Fig. 1: M1 wires
Bar = 20 um. Supply wires on this layer in grey.
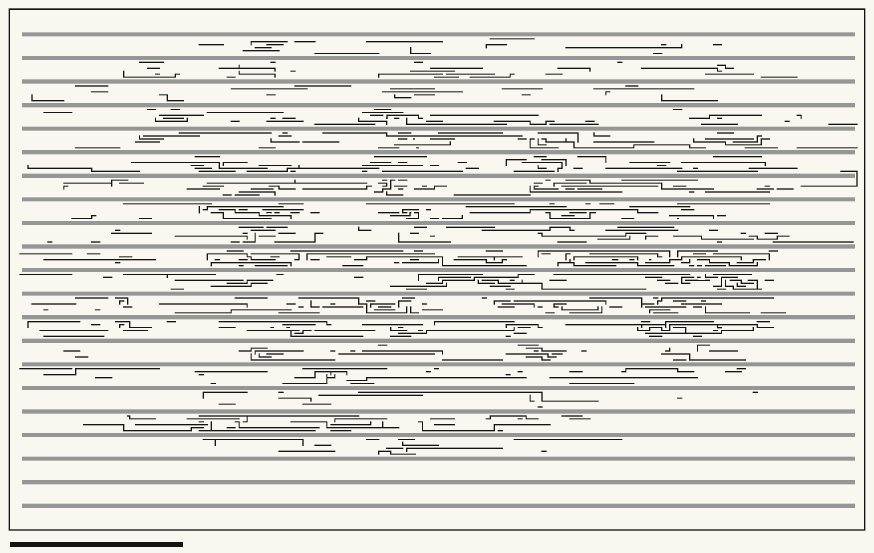
Fig. 2: met2 routing
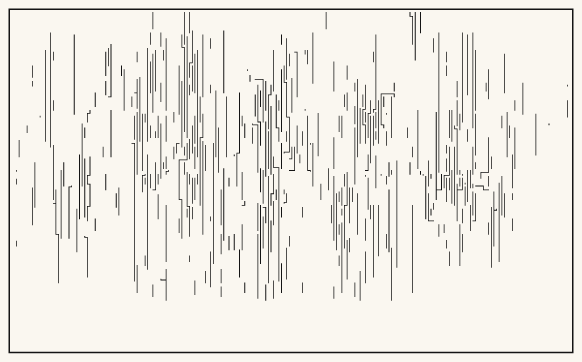
<file path="config.mk">
export PLATFORM = sky130hd
export DESIGN_NAME = multi_debouncer
export DESIGN_NICKNAME = d
export VERILOG_FILES = /design/src/rtl/debounce_pkg.sv /design/src/rtl/tick_gen.sv /design/src/rtl/multi_debouncer.sv
export SDC_FILE = /design/constraint.sdc
export NUM_CORES = 1
export LEC_CHECK = 0
export CAP_MARGIN = 20
export CORE_ASPECT_RATIO = 0.6
export CORE_UTILIZATION = 45
export DETAILED_ROUTE_END_ITERATION = 8
export PLACE_DENSITY = 0.7
export SYNTH_ARGS = -nofsm -noshare
export SYNTH_HDL_FRONTEND = slang
export SYNTH_SLANG_ARGS = --single-unit
</file>
<file path="constraint.sdc">
create_clock -name clk -period 2.9 [get_ports clk]
set_input_delay 0.58 -clock clk [delete_from_list [all_inputs] [get_ports clk]]
set_output_delay 0.58 -clock clk [all_outputs]
set_load 0.02 [all_outputs]
</file>
<file path="src/rtl/debounce_pkg.sv">
// -----------------------------------------------------------------------------
// debounce_pkg
//   Shared definitions for the multi-channel switch debouncer.
//   - db_state_t     : per-channel debounce FSM state
//   - state_is_high  : debounced level associated with a state
// -----------------------------------------------------------------------------
package debounce_pkg;

    typedef enum logic [1:0] {
        ZERO  = 2'd0,   // debounced low, input agrees
        WAIT1 = 2'd1,   // debounced low, input high, counting ticks
        ONE   = 2'd2,   // debounced high, input agrees
        WAIT0 = 2'd3    // debounced high, input low, counting ticks
    } db_state_t;

    // The debounced output is high in ONE and in WAIT0: a WAIT state keeps
    // the level of the state it came from until the change is confirmed.
    function automatic logic state_is_high(db_state_t st);
        return (st == ONE) || (st == WAIT0);
    endfunction

endpackage

</file>
<file path="src/rtl/tick_gen.sv">
// -----------------------------------------------------------------------------
// tick_gen
//   Free-running sample tick: counts 0..M-1 and wraps to 0. max_tick is high
//   for the single cycle in which the count equals M-1, i.e. once every M
//   cycles. The count restarts from 0 when reset is released.
//
//   Ports:
//     clk      in   system clock, rising edge
//     reset    in   asynchronous, active-high
//     max_tick out  1-cycle pulse every M clk cycles
// -----------------------------------------------------------------------------
module tick_gen #(
    parameter int M = 1_000_000
) (
    input  logic clk,
    input  logic reset,
    output logic max_tick
);

    localparam int W = (M > 1) ? $clog2(M) : 1;
    localparam logic [W-1:0] LAST = W'(M - 1);

    logic [W-1:0] cnt;

    always_ff @(posedge clk or posedge reset) begin
        if (reset) begin
            cnt <= '0;
        end else if (cnt == LAST) begin
            cnt <= '0;
        end else begin
            cnt <= cnt + W'(1);
        end
    end

    // Count is 0 in reset and M >= 2, so the tick is low during reset.
    assign max_tick = (cnt == LAST);

endmodule

</file>
<file path="src/rtl/multi_debouncer.sv">
// -----------------------------------------------------------------------------
// multi_debouncer
//   N independent switch debouncers sharing one sample tick. Each raw input
//   is synchronised through two flops; a per-channel FSM changes the
//   debounced level only after the synchronised input has held the opposite
//   level for STABLE consecutive ticks. Any reversal during the wait aborts
//   it without touching the output.
//
//   Ports:
//     clk    in   system clock, rising edge
//     reset  in   asynchronous, active-high
//     sw     in   [N] raw asynchronous switch levels
//     db     out  [N] registered debounced levels
//     rise   out  [N] 1-cycle pulse in the first cycle db[i] reads 1
//     fall   out  [N] 1-cycle pulse in the first cycle db[i] reads 0
// -----------------------------------------------------------------------------
module multi_debouncer
    import debounce_pkg::*;
#(
    parameter int N        = 4,
    parameter int TICK_CNT = 1_000_000,
    parameter int STABLE   = 3
) (
    input  logic         clk,
    input  logic         reset,
    input  logic [N-1:0] sw,
    output logic [N-1:0] db,
    output logic [N-1:0] rise,
    output logic [N-1:0] fall
);

    localparam int CW = $clog2(STABLE + 1);
    localparam logic [CW-1:0] CNT_LAST = CW'(STABLE - 1);

    logic [N-1:0] sw_meta;
    logic [N-1:0] s;
    logic         tick;

    always_ff @(posedge clk or posedge reset) begin
        if (reset) begin
            sw_meta <= '0;
            s       <= '0;
        end else begin
            sw_meta <= sw;
            s       <= sw_meta;
        end
    end

    tick_gen #(
        .M(TICK_CNT)
    ) u_tick_gen (
        .clk     (clk),
        .reset   (reset),
        .max_tick(tick)
    );

    for (genvar i = 0; i < N; i++) begin : g_ch
        db_state_t     state;
        db_state_t     state_nxt;
        logic [CW-1:0] cnt;
        logic [CW-1:0] cnt_nxt;
        logic          db_nxt;
        logic          rise_nxt;
        logic          fall_nxt;
        logic          db_q;
        logic          rise_q;
        logic          fall_q;

        always_ff @(posedge clk or posedge reset) begin
            if (reset) begin
                state  <= ZERO;
                cnt    <= '0;
                db_q   <= 1'b0;
                rise_q <= 1'b0;
                fall_q <= 1'b0;
            end else begin
                state  <= state_nxt;
                cnt    <= cnt_nxt;
                db_q   <= db_nxt;
                rise_q <= rise_nxt;
                fall_q <= fall_nxt;
            end
        end

        // A level reversal is checked before the tick, so a reversal that
        // coincides with a tick returns to the origin state uncounted.
        always_comb begin
            state_nxt = state;
            cnt_nxt   = cnt;
            case (state)
                ZERO: begin
                    if (s[i]) begin
                        state_nxt = WAIT1;
                        cnt_nxt   = '0;
                    end
                end
                WAIT1: begin
                    if (!s[i]) begin
                        state_nxt = ZERO;
                    end else if (tick) begin
                        if (cnt == CNT_LAST) state_nxt = ONE;
                        else                 cnt_nxt   = cnt + CW'(1);
                    end
                end
                ONE: begin
                    if (!s[i]) begin
                        state_nxt = WAIT0;
                        cnt_nxt   = '0;
                    end
                end
                WAIT0: begin
                    if (s[i]) begin
                        state_nxt = ONE;
                    end else if (tick) begin
                        if (cnt == CNT_LAST) state_nxt = ZERO;
                        else                 cnt_nxt   = cnt + CW'(1);
                    end
                end
                default: begin
                    state_nxt = ZERO;
                    cnt_nxt   = '0;
                end
            endcase
        end

        // Outputs are decoded from the next state and registered alongside
        // it, so db changes on the same edge as the confirming transition
        // and the pulses line up with the first cycle of the new level.
        always_comb begin
            db_nxt   = state_is_high(state_nxt);
            rise_nxt = (state == WAIT1) && (state_nxt == ONE);
            fall_nxt = (state == WAIT0) && (state_nxt == ZERO);
        end

        assign db[i]   = db_q;
        assign rise[i] = rise_q;
        assign fall[i] = fall_q;
    end

endmodule
</file>
==> impl_metrics.yaml <==
# physical design summary
grt:
  grt_max_degree: 30
  track_usage_pct: 16.8
  grt_antenna_before_repair: 0
worst_setup_path:
  cp-start-kind: "flop"
  cp-startpoint: "u_tick_gen.cnt[8]"
  end_kind: "flop"
  critical_path_class: "flop to flop"
flow_run:
  maxCapViolations: 0
  tool_warnings: 26
route:
  ant_nets: 0
  met3_length_um: 209
  wl_met2_um: 1960
  drt-wirelength-per-cell_um: 15.0
cells_and_area:
  clock_area_share_pct: 3.41
  nClkBuffers: 6
  seq_share_pct: 48.4
  fin_nets: 244
  flop_area_sq_mm: 0.00135
  n_all_inverters: 8
  comb.multi_input.count: 143
status:
  outcome: "complete, no violations"
clock_tree:
  clkTransAtPathRegs_ps: 100
  clock-sinks: 54
  hold_buffers: 0
  cts_root_buf: "clkbuf_8"
sta:
  slew_viol_final: 0
  finalHoldViolations: 0
  slew_headroom_pct: 61.2
  worstMarginPinSlew_ps: 577
  final.min_clock_period_ps: 2180
  period_used_pct: 75.2
placement:
  place_congestion: 0.843
  placed_area_sq_mm: 0.00270
yosys:
  area_leaders: "dfrtp_1 54%, buf_4 3.9%, xnor2_1 3.8%"
  yosysUniqueCellTypes: 40
  top_cell_area_share_pct: 53.7
  syn_avg_cell_area_sq_um: 11.3
  ys_warn_count: 0
hold_path:
  hold_class: "flop to flop"
  hp-start: "sw_meta[1]"
floorplan:
  die_width_um: 98.6
  n_tap_cell: 66
pwr:
  netSwitchingPower_w: 0.000268
  power_density_mw_per_mm2: 442
  switching_share_pct: 21.7
  power.group.top: "sequential cells"
  seqPwrFrac_pct: 62.3
About Fig. 1:
The layer carries 2310 um of wire. 225 nets have wire on it. The wires run mostly horizontal. The layer holds 51% of the routed length. The longest straight run is 21.2 um.
met1 Resource Use GR: 23.7%
Detailed Route WL: 4500 um
via count: 1680

About Fig. 2:
The layer holds 43% of the routed length. The layer carries 1960 um of wire. The longest straight run is 24.5 um. The wires run mostly vertical.
GR Layer Usage met2: 25.8%

-- worst paths after layout --
| check | to | cells past startpoint |
|---|---|---|
| setup reg to reg | g_ch[2].state[1] | 4 |
| min in group asynchronous | g_ch[3].db_q | 2 |
| max in group asynchronous | g_ch[2].cnt[0] | 3 |
| hold / removal | s[1] | 0 |
| hold reg to reg | s[1] | 0 |
| setup / recovery | g_ch[2].state[1] | 4 |
-- worst max-delay path, stage by stage (launching register included) --
cell	delay, ps
dfrtp_1	430
nor4b_1	410
and4_1	580
nand4_1	300
mux2_2	360
-- cells in the mapped netlist (all sizes together) --
master  instances
a21oi           1
a221o           1
a221oi          1
a31o            2
a31oi           2
a32o            1
and2            2
and3            2
and4            2
buf            15
clkbuf          2
dfrtp          54
ha              5
inv             8
mux2            6
mux2i           3
nand2          15
nand3          17
nand4          15
nor2           11
nor2b           3
nor3            4
nor3b          11
nor4            7
nor4b           1
o211a           1
o211ai          7
o21ai           3
or3             1
or3b            1
or4             2
xnor2          11
xor2            5
-- kinds of logic after synthesis --
kind of cell	after synthesis	synth area share, %
AND-OR/OR-AND	19	5.62
XOR/XNOR	16	5.57
adder cells (fa/ha/maj)	5	2.49
buffers and inverters	25	5.76
flip-flops	54	53.7
multiplexers	9	3.88
AND/OR/NAND/NOR	94	23.0
-- metrics by stage --
stage | power, W | hold slack (ps) | cells
detailed placement | 0.000820 | 335 | 292
CTS | 0.00125 | 358 | 300
finish | 0.00123 | 356 | 300
global route | 0.00129 | 365 | 300
global placement | 0.000819 | 333 | 292
floorplan | 0.000802 | 331 | 222
-- state kept, by name, summed over array words and instances (netlist names) --
register	count
g_ch.fall_q	4
sw_meta	4
g_ch.cnt	8
g_ch.rise_q	4
s	4
g_ch.db_q	4
g_ch.state	6
u_tick_gen.cnt	20
Power is estimated from default activity; no workload was simulated.
